===== config.mk =====
export PLATFORM = sky130hd
export DESIGN_NAME = streaming_core_dispatcher
export DESIGN_NICKNAME = d
export VERILOG_FILES = /design/src/rtl/streaming_core_dispatcher.sv
export SDC_FILE = /design/constraint.sdc
export NUM_CORES = 1
export LEC_CHECK = 0
export CELL_PAD_IN_SITES_DETAIL_PLACEMENT = 0
export CELL_PAD_IN_SITES_GLOBAL_PLACEMENT = 2
export CORE_AREA = 2 2 202 204
export DETAILED_ROUTE_END_ITERATION = 10
export DIE_AREA = 0 0 204 206
export GPL_ROUTABILITY_DRIVEN = 1
export HOLD_SLACK_MARGIN = 0.06
export PLACE_DENSITY_LB_ADDON = 0.1
export SLEW_MARGIN = 40
export SYNTH_ARGS = -nofsm -noshare
export SYNTH_HDL_FRONTEND = slang
export SYNTH_SLANG_ARGS = --single-unit
export TNS_END_PERCENT = 5

===== constraint.sdc =====
create_clock -name clk -period 2.51 [get_ports clk]
set_clock_uncertainty 0.2 [all_clocks]
set_input_delay 0.251 -clock clk [delete_from_list [all_inputs] [get_ports clk]]
set_output_delay 0.251 -clock clk [all_outputs]
set_load 0.005 [all_outputs]

===== src/rtl/streaming_core_dispatcher.sv =====
// Round-robin bot dispatcher for NUM_CORES streaming cores: registered dispatch,
// registered result merge, per-core outstanding counters and sticky error flags.

module sc_core_counter #(
  parameter int CNT_WIDTH = 10
) (
  input  logic                 clk,
  input  logic                 rstn,
  input  logic                 inc,
  input  logic                 dec,
  output logic [CNT_WIDTH-1:0] cnt,
  output logic                 err
);
  logic [CNT_WIDTH-1:0] cnt_q, cnt_d;

  always_comb begin
    cnt_d = cnt_q;
    err   = 1'b0;
    if (inc && !dec) begin
      if (&cnt_q) err = 1'b1;
      else        cnt_d = cnt_q + CNT_WIDTH'(1);
    end else if (dec && !inc) begin
      if (cnt_q == '0) err = 1'b1;
      else             cnt_d = cnt_q - CNT_WIDTH'(1);
    end
  end

  always_ff @(posedge clk or negedge rstn)
    if (!rstn) cnt_q <= '0;
    else       cnt_q <= cnt_d;

  assign cnt = cnt_q;
endmodule

module streaming_core_dispatcher #(
  parameter int NUM_CORES        = 4,
  parameter int EXTRA_DATA_WIDTH = 1,
  parameter int CNT_WIDTH        = 10
) (
  input  logic                                  clk,
  input  logic                                  rstn,
  input  logic                                  inValid,
  input  logic [127:0]                          graphIn,
  input  logic [EXTRA_DATA_WIDTH-1:0]           extraDataIn,
  output logic                                  inReady,
  input  logic [NUM_CORES-1:0]                  coreEnable,
  input  logic [NUM_CORES-1:0]                  coreSlowDown,
  output logic [NUM_CORES-1:0]                  coreBotValid,
  output logic [127:0]                          coreGraph,
  output logic [EXTRA_DATA_WIDTH-1:0]           coreExtraData,
  input  logic [NUM_CORES-1:0]                  coreResultValid,
  input  logic [6*NUM_CORES-1:0]                coreConnectCount,
  input  logic [EXTRA_DATA_WIDTH*NUM_CORES-1:0] coreExtraDataOut,
  input  logic [NUM_CORES-1:0]                  coreEcc,
  output logic                                  resultValid,
  output logic [5:0]                            connectCount,
  output logic [EXTRA_DATA_WIDTH-1:0]           extraDataOut,
  output logic                                  idle,
  output logic                                  eccStatus,
  output logic                                  collisionError,
  output logic                                  counterError
);
  localparam int PTR_W = (NUM_CORES > 1) ? $clog2(NUM_CORES) : 1;

  typedef struct packed {
    logic [127:0]                graph;
    logic [EXTRA_DATA_WIDTH-1:0] extra;
  } disp_t;

  typedef struct packed {
    logic [5:0]                  count;
    logic [EXTRA_DATA_WIDTH-1:0] extra;
  } rsp_t;

  logic [NUM_CORES-1:0]                eligible;
  logic [PTR_W-1:0]                    sel;
  logic                                xfer;
  logic [PTR_W-1:0]                    rr_ptr_q, rr_ptr_d;
  logic [NUM_CORES-1:0]                bot_valid_q, bot_valid_d;
  disp_t                               disp_q, disp_d;
  logic                                res_valid_q, res_valid_d;
  rsp_t                                rsp_q, rsp_d;
  logic                                ecc_q, ecc_d;
  logic                                col_q, col_d;
  logic                                cerr_q, cerr_d;
  logic [NUM_CORES-1:0][CNT_WIDTH-1:0] cnt;
  logic [NUM_CORES-1:0]                cnt_err;

  assign eligible = coreEnable & ~coreSlowDown;
  assign inReady  = |eligible;
  assign xfer     = inValid & inReady;

  // First eligible core at or after rr_ptr, wrapping at NUM_CORES.
  always_comb begin : sel_search
    logic found;
    int   idx;
    found = 1'b0;
    idx   = 0;
    sel   = '0;
    for (int k = 0; k < NUM_CORES; k++) begin
      idx = int'(rr_ptr_q) + k;
      if (idx >= NUM_CORES) idx = idx - NUM_CORES;
      if (!found && eligible[idx]) begin
        found = 1'b1;
        sel   = PTR_W'(idx);
      end
    end
  end

  always_comb begin
    rr_ptr_d    = rr_ptr_q;
    bot_valid_d = '0;
    disp_d      = disp_q;
    if (xfer) begin
      rr_ptr_d         = (int'(sel) == NUM_CORES - 1) ? '0 : sel + PTR_W'(1);
      bot_valid_d[sel] = 1'b1;
      disp_d.graph     = graphIn;
      disp_d.extra     = extraDataIn;
    end
  end

  // Walk from the top down so the lowest-index valid core wins the merge.
  always_comb begin
    res_valid_d = |coreResultValid;
    rsp_d       = rsp_q;
    for (int i = NUM_CORES - 1; i >= 0; i--) begin
      if (coreResultValid[i]) begin
        rsp_d.count = coreConnectCount[6*i +: 6];
        rsp_d.extra = coreExtraDataOut[EXTRA_DATA_WIDTH*i +: EXTRA_DATA_WIDTH];
      end
    end
    ecc_d  = ecc_q | (|coreEcc);
    col_d  = col_q | (|(coreResultValid & (coreResultValid - NUM_CORES'(1))));
    cerr_d = cerr_q | (|cnt_err);
  end

  always_ff @(posedge clk or negedge rstn) begin
    if (!rstn) begin
      rr_ptr_q    <= '0;
      bot_valid_q <= '0;
      disp_q      <= '0;
      res_valid_q <= 1'b0;
      rsp_q       <= '0;
      ecc_q       <= 1'b0;
      col_q       <= 1'b0;
      cerr_q      <= 1'b0;
    end else begin
      rr_ptr_q    <= rr_ptr_d;
      bot_valid_q <= bot_valid_d;
      disp_q      <= disp_d;
      res_valid_q <= res_valid_d;
      rsp_q       <= rsp_d;
      ecc_q       <= ecc_d;
      col_q       <= col_d;
      cerr_q      <= cerr_d;
    end
  end

  // Counters see the registered strobe so a bot counts once it leaves the dispatcher.
  for (genvar g = 0; g < NUM_CORES; g++) begin : g_core
    sc_core_counter #(.CNT_WIDTH(CNT_WIDTH)) u_cnt (
      .clk  (clk),
      .rstn (rstn),
      .inc  (bot_valid_q[g]),
      .dec  (coreResultValid[g]),
      .cnt  (cnt[g]),
      .err  (cnt_err[g])
    );
  end

  assign coreBotValid   = bot_valid_q;
  assign coreGraph      = disp_q.graph;
  assign coreExtraData  = disp_q.extra;
  assign resultValid    = res_valid_q;
  assign connectCount   = rsp_q.count;
  assign extraDataOut   = rsp_q.extra;
  assign eccStatus      = ecc_q;
  assign collisionError = col_q;
  assign counterError   = cerr_q;
  assign idle           = rstn ? ((cnt == '0) && (bot_valid_q == '0) && !xfer) : 1'b1;
endmodule


==> images/metal_stack.png <==
The bar under the picture is 50 um long. Only two layers are drawn.
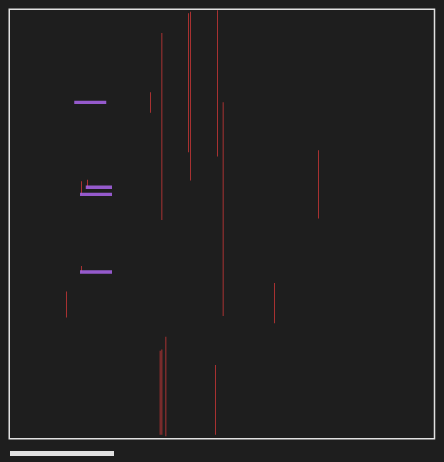
met5 -> purple  # wire length 52.4 um
met4 -> red  # wire length 658 um

==> images/gate_families.png <==
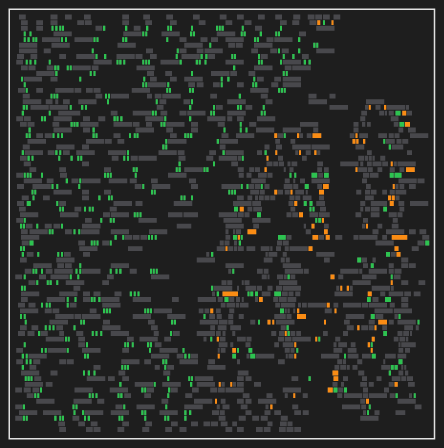
NAND gates -> green  # cells 467, where spread over the die
NOR gates -> orange  # cells 83

==> images/cell_classes.png <==
The bar under the picture is 50 um long.
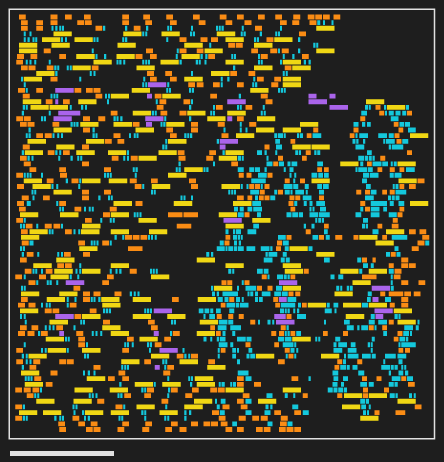
other buffers and delay cells -> orange  # cells 451, share of their area 31%
clock drivers and dummy loads -> purple  # cells 32, share of their area 4.2%
all other logic -> cyan  # cells 791, share of their area 31%
flip-flops -> yellow  # cells 186, share of their area 34%

==> images/final_congestion.png <==
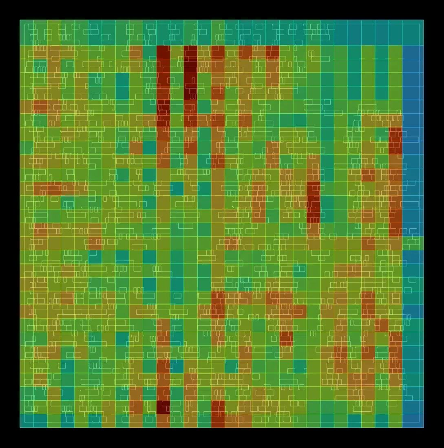
met2 Resource Use GR: 0.251
met3 GRT Util: 0.0719
end-of-flow core utilization: 0.361

==> images/registers.png <==
The bar under the picture is 50 um long. Other sequential cells in the stronger gray, the rest of the logic in the fainter gray.
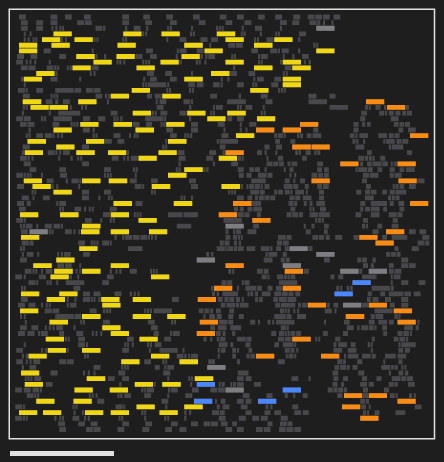
g_core.u_cnt.cnt -> orange  # placed flops 40
connectCount -> blue  # placed flops 6
coreGraph -> yellow  # placed flops 128

==> run summary <==
This memo summarizes the results of the implementation run.

Run status
The flow ran to the end, and the final reports show no timing, DRC or antenna violations.

Layout
3 antenna diodes ended up in the layout. Multi-input combinational cells in the finished layout were counted as 767. The flop count is 186.

The non-clock buffering overhead in the final layout is 0.294. The final instance area is 14500 sq um. From synthesis to final layout, the design area changed by 60.2%. In the final layout, the share of cells above drive strength 1 is 0.139. The layout has 17 clock buffers.

The layout has between 4000 and 5000 filler cells. The fraction of final cell area spent on clock buffers and inverters in this run is 0.0402. The sequential share of cell area is 0.321. Summing all multi-input logic gate instances after layout gives 4220 sq um. The number of non-clock buffers in the layout is around 450. The final non-filler cell total is approximately 2000. The area occupied by registers is ~4700 sq um. The layout report gives the multi-input gate share of total cell area as 0.291. In the final design database the tool counted around 1700 nets. The inverter count of the layout excluding clock inverters is 24. By area, sequential cells come first.

Critical path
The sort of element at the end of the critical path is a register. The data required time of the worst path is around 2700 ps. The highest fanout seen on the critical path is 7. The data arrival time of the critical path is roughly 2500 ps. The critical path is of the register to register type. The type of element launching the critical path is a register.

GRT
The pin count of the biggest net entering global routing is 108. The first global-routing pass estimated 50800 um of wire. The number of antenna violations at the first check in global routing is 6.

The global-route congestion overflow total is 0. The all-layer global routing usage is 0.160. The number of global-route vias before repair was 8611.

Timing
Setup repair after global routing could not meet its margin everywhere. The slack of the critical path is about 130 ps. From the final report, the count of setup violators was given as 0. Based on the critical path, the design can be clocked at up to 0.420 GHz. The worst path in the final design needs a cycle of between 2000 and 2500 ps, including I/O delays and setup.

The setup TNS after final layout is 0 ps. For reference, the final report shows the hold violation count at 0. The final number of max-transition violations is 0. The worst slew margin relative to its limit is 0.547. The worst hold slack is roughly 110 ps.

The transition time at the pin with the least slew margin is 680 ps. The final clock period utilization by the worst path is 0.948.

Power and ir drop
The power report attributes to the combinational group a share of 0.450. Switching power as a fraction of the total was reported as 0.350. The power report lists cell-internal power as between 8 and 9 mW. The total power density per cell area is just under 900 nW/um^2.

The share of total power dissipated in the clock network is 0.219. The part of the power in registers is 0.331. The design draws between 10 and 15 mW. The worst VDD IR drop from the latest analysis is around 420 uV. The standby leakage power is between 6 and 7 nW.

For this design the total switching power over the nets is about 4.4 mW.

Yosys
Synthesis instantiated around 57 different standard cells from the library. The mapped netlist covers 9040 sq um. The area share of xor/xnor cells in the synthesized design is 0.0252. The average size of a mapped cell is 8.88 sq um. Per the synthesis report, the adder-cell share of the synthesized area is 0.0612.

Looking at area per cell type in the netlist, the leader is dfrtp_1. The post-synthesis sequential element count is about 190. Of the total synthesized cell area, the portion taken by AND-OR and OR-AND cells is 0.106. The part of the Yosys area used for sequential elements is 0.515. The share of the synthesized area in the top cell type is 0.515.

The synthesized design contains 0 enable-type register cells. Counting every instance in the synthesized netlist gives 1018. By area the synthesized netlist is led by dfrtp_1 51%, nand2_1 18%, ha_1 5.1%. The predominant post-synthesis flop cell is dfrtp_1. The portion of synthesized area spent on multiplexers is 0.00720. The number of cells reported by Yosys stat comes to 1018. Counting the warning lines in the Yosys log gives 0.

The dominant non-sequential cell family after synthesis is simple AND/OR/NAND/NOR gates. Yosys reports a chip area of between 9000 and 10000 sq um. The number of nets produced by synthesis is approximately 1200.

The post-synthesis async set-or-reset flop share is 1.00. Of the total synthesized cell area, the portion taken by AND, OR, NAND and NOR gates is 0.254.

Die
The share of the core filled by cells before placement is 0.225. The chip occupies 42000 sq um. In this run the horizontal extent of the chip is between 200 and 250 um. The vertical extent of the die is about 210 um.

Pin placement for this block handled roughly 320 I/O pins. Tap insertion was completed with 532 tapcells. In this run the standard cell core region covers 40200 sq um. The cell row count is 74.

Clocking
The number of post-CTS setup repair buffers is 1. The cell sitting at the root of the clock tree is a clkbuf_16. The longest clock path from root to sink contains 2 buffers.

The post-cts resize count is 9. The count of H-tree levels built during CTS is 4. The CTS tree is yes. The number of buffers inserted by hold repair at cts is 1. In the CTS report, the clock slew at the register clock pins of the worst setup and hold paths is listed as 80 ps. CTS added clock buffers totalling 17. According to the CTS report, the clock sink count is between 150 and 200. The clock insertion delay at the later pin of the skew report is 460 ps.

Place
Before CTS, the worst setup slack after placement is -395 ps. The post-detailed-placement half-perimeter wirelength is between 20000 and 25000 um. The final estimated routing congestion in global placement is 0.754. Summing all placed instances gives a cell area of approximately 14000 sq um.

After detailed placement, the design holds a cell count of between 1500 and 2000. Input and output buffers added on the ports amount to 321.

Route
Dividing the detail-routed via count by the number of cells gives 4.22. Dividing the detail-routed wire length by the instance count gives ~17 um. Before antenna repair, the detailed router went through 4 iterations. For this run, design rule violations remaining after detail routing come to 0. The detail route stage leaves a number of antenna-violating nets equal to 0.

The via count is between 8000 and 9000. The detailed router reported a total wirelength of between 30000 and 40000 um. Per the log, the first TritonRoute iteration ended with a DRC count of around 340.

Min path
The worst min-delay path class is primary input to register.

Run
In this run the maximum-capacitance check reported violations numbering 0. Warnings raised by the tools during the run amount to 34.
power by group through the flow:
stage                     clock network [mW]  registers [mW]  logic, mW
after detailed placement                   0            4.17       5.66
after global placement                     0            4.17       5.74
after global routing                    3.01            4.28       6.40
final                                   2.77            4.18       5.70
after CTS                               2.90            4.15       5.70
after floorplan                            0            4.21       2.69
worst max-delay path, stage by stage, from the launching register on:
cell and delay (ps):
dfrtp_1 340, nor2b_2 170, inv_2 80, buf_4 170, ha_1 290, o21a_1 190
nor2_1 140, nor3_1 80, o31a_1 270, o21a_1 200, xor2_1 140
kinds of logic (layout without fill, tap and decap cells):
family	Yosys count	after routing
adder cells (fa/ha/maj)	42	42
flip-flops	186	186
AND/OR/NAND/NOR	558	558
multiplexers	6	6
other	0	3
XOR/XNOR	26	26
buffers and inverters	65	507
AND-OR/OR-AND	135	135
worst paths after layout:
kind                                 start                      to  slack, ps  cells after the start
setup / recovery           coreBotValid[1]  g_core[1].u_cnt.cnt[9]        130                     10
hold / removal                 graphIn[85]           coreGraph[85]        110                      3
max in group asynchronous             rstn           coreGraph[82]       1280                      3
min in group asynchronous             rstn  g_core[0].u_cnt.cnt[8]        220                      3
hold reg to reg                  eccStatus               eccStatus        260                      2
setup reg to reg           coreBotValid[1]  g_core[1].u_cnt.cnt[9]        130                     10
synthesized netlist by cell type, types with 3 or more instances:
| master | instances |
|---|---|
| nand2b_1 | 10 |
| nor4_1 | 8 |
| o21bai_1 | 6 |
| o221ai_1 | 7 |
| a21oi_1 | 30 |
| a21o_1 | 9 |
| xnor2_1 | 19 |
| dfrtp_1 | 186 |
| buf_4 | 6 |
| nand2_1 | 429 |
| a22oi_1 | 7 |
| nand3b_1 | 4 |
| buf_1 | 5 |
| o31ai_1 | 8 |
| clkbuf_1 | 16 |
| mux2_2 | 4 |
| fa_1 | 4 |
| nor3b_1 | 4 |
| o21a_1 | 11 |
| nand3_1 | 11 |
| o21ai_0 | 22 |
| nor2_1 | 46 |
| a211oi_1 | 7 |
| nor2b_1 | 8 |
| nand4_1 | 12 |
| ha_1 | 37 |
| o211ai_1 | 5 |
| inv_1 | 24 |
| nor3_1 | 14 |
| a31oi_1 | 3 |
| buf_2 | 13 |
| xor2_1 | 7 |
| and3_1 | 5 |
per-layer routing:
layer / global-route usage / wire length, um / up-vias
li1: - / - / 4222
met1: 0.196 / 13700 / 3960
met2: 0.251 / 15600 / 192
met3: 0.0719 / 2950 / 38
met4: 0.0507 / 657 / 8
met5: 0 / 52 / -
cell usage in the layout, fill, tap and decap left out, types with 8 or more instances in the layout:
master / n
nor3_1: 14
dfrtp_1: 186
buf_4: 123
clkdlybuf4s50_1: 319
nand2b_1: 9
o21a_1: 11
nand4_1: 12
nand3_1: 9
a21o_1: 9
nand2_1: 428
o31ai_1: 8
a21oi_1: 28
ha_1: 37
o21ai_0: 20
nor2_1: 42
xnor2_1: 19
inv_1: 23
clkbuf_16: 17
sequential cells by signal, summed over array words and instances, names as in the netlist:
name              cells
coreGraph           128
g_core.u_cnt.cnt     40
connectCount          6
coreBotValid          4
rr_ptr_q              2
collisionError        1
coreExtraData         1
counterError          1
eccStatus             1
extraDataOut          1
resultValid           1
Power is estimated from default activity; no workload was simulated.
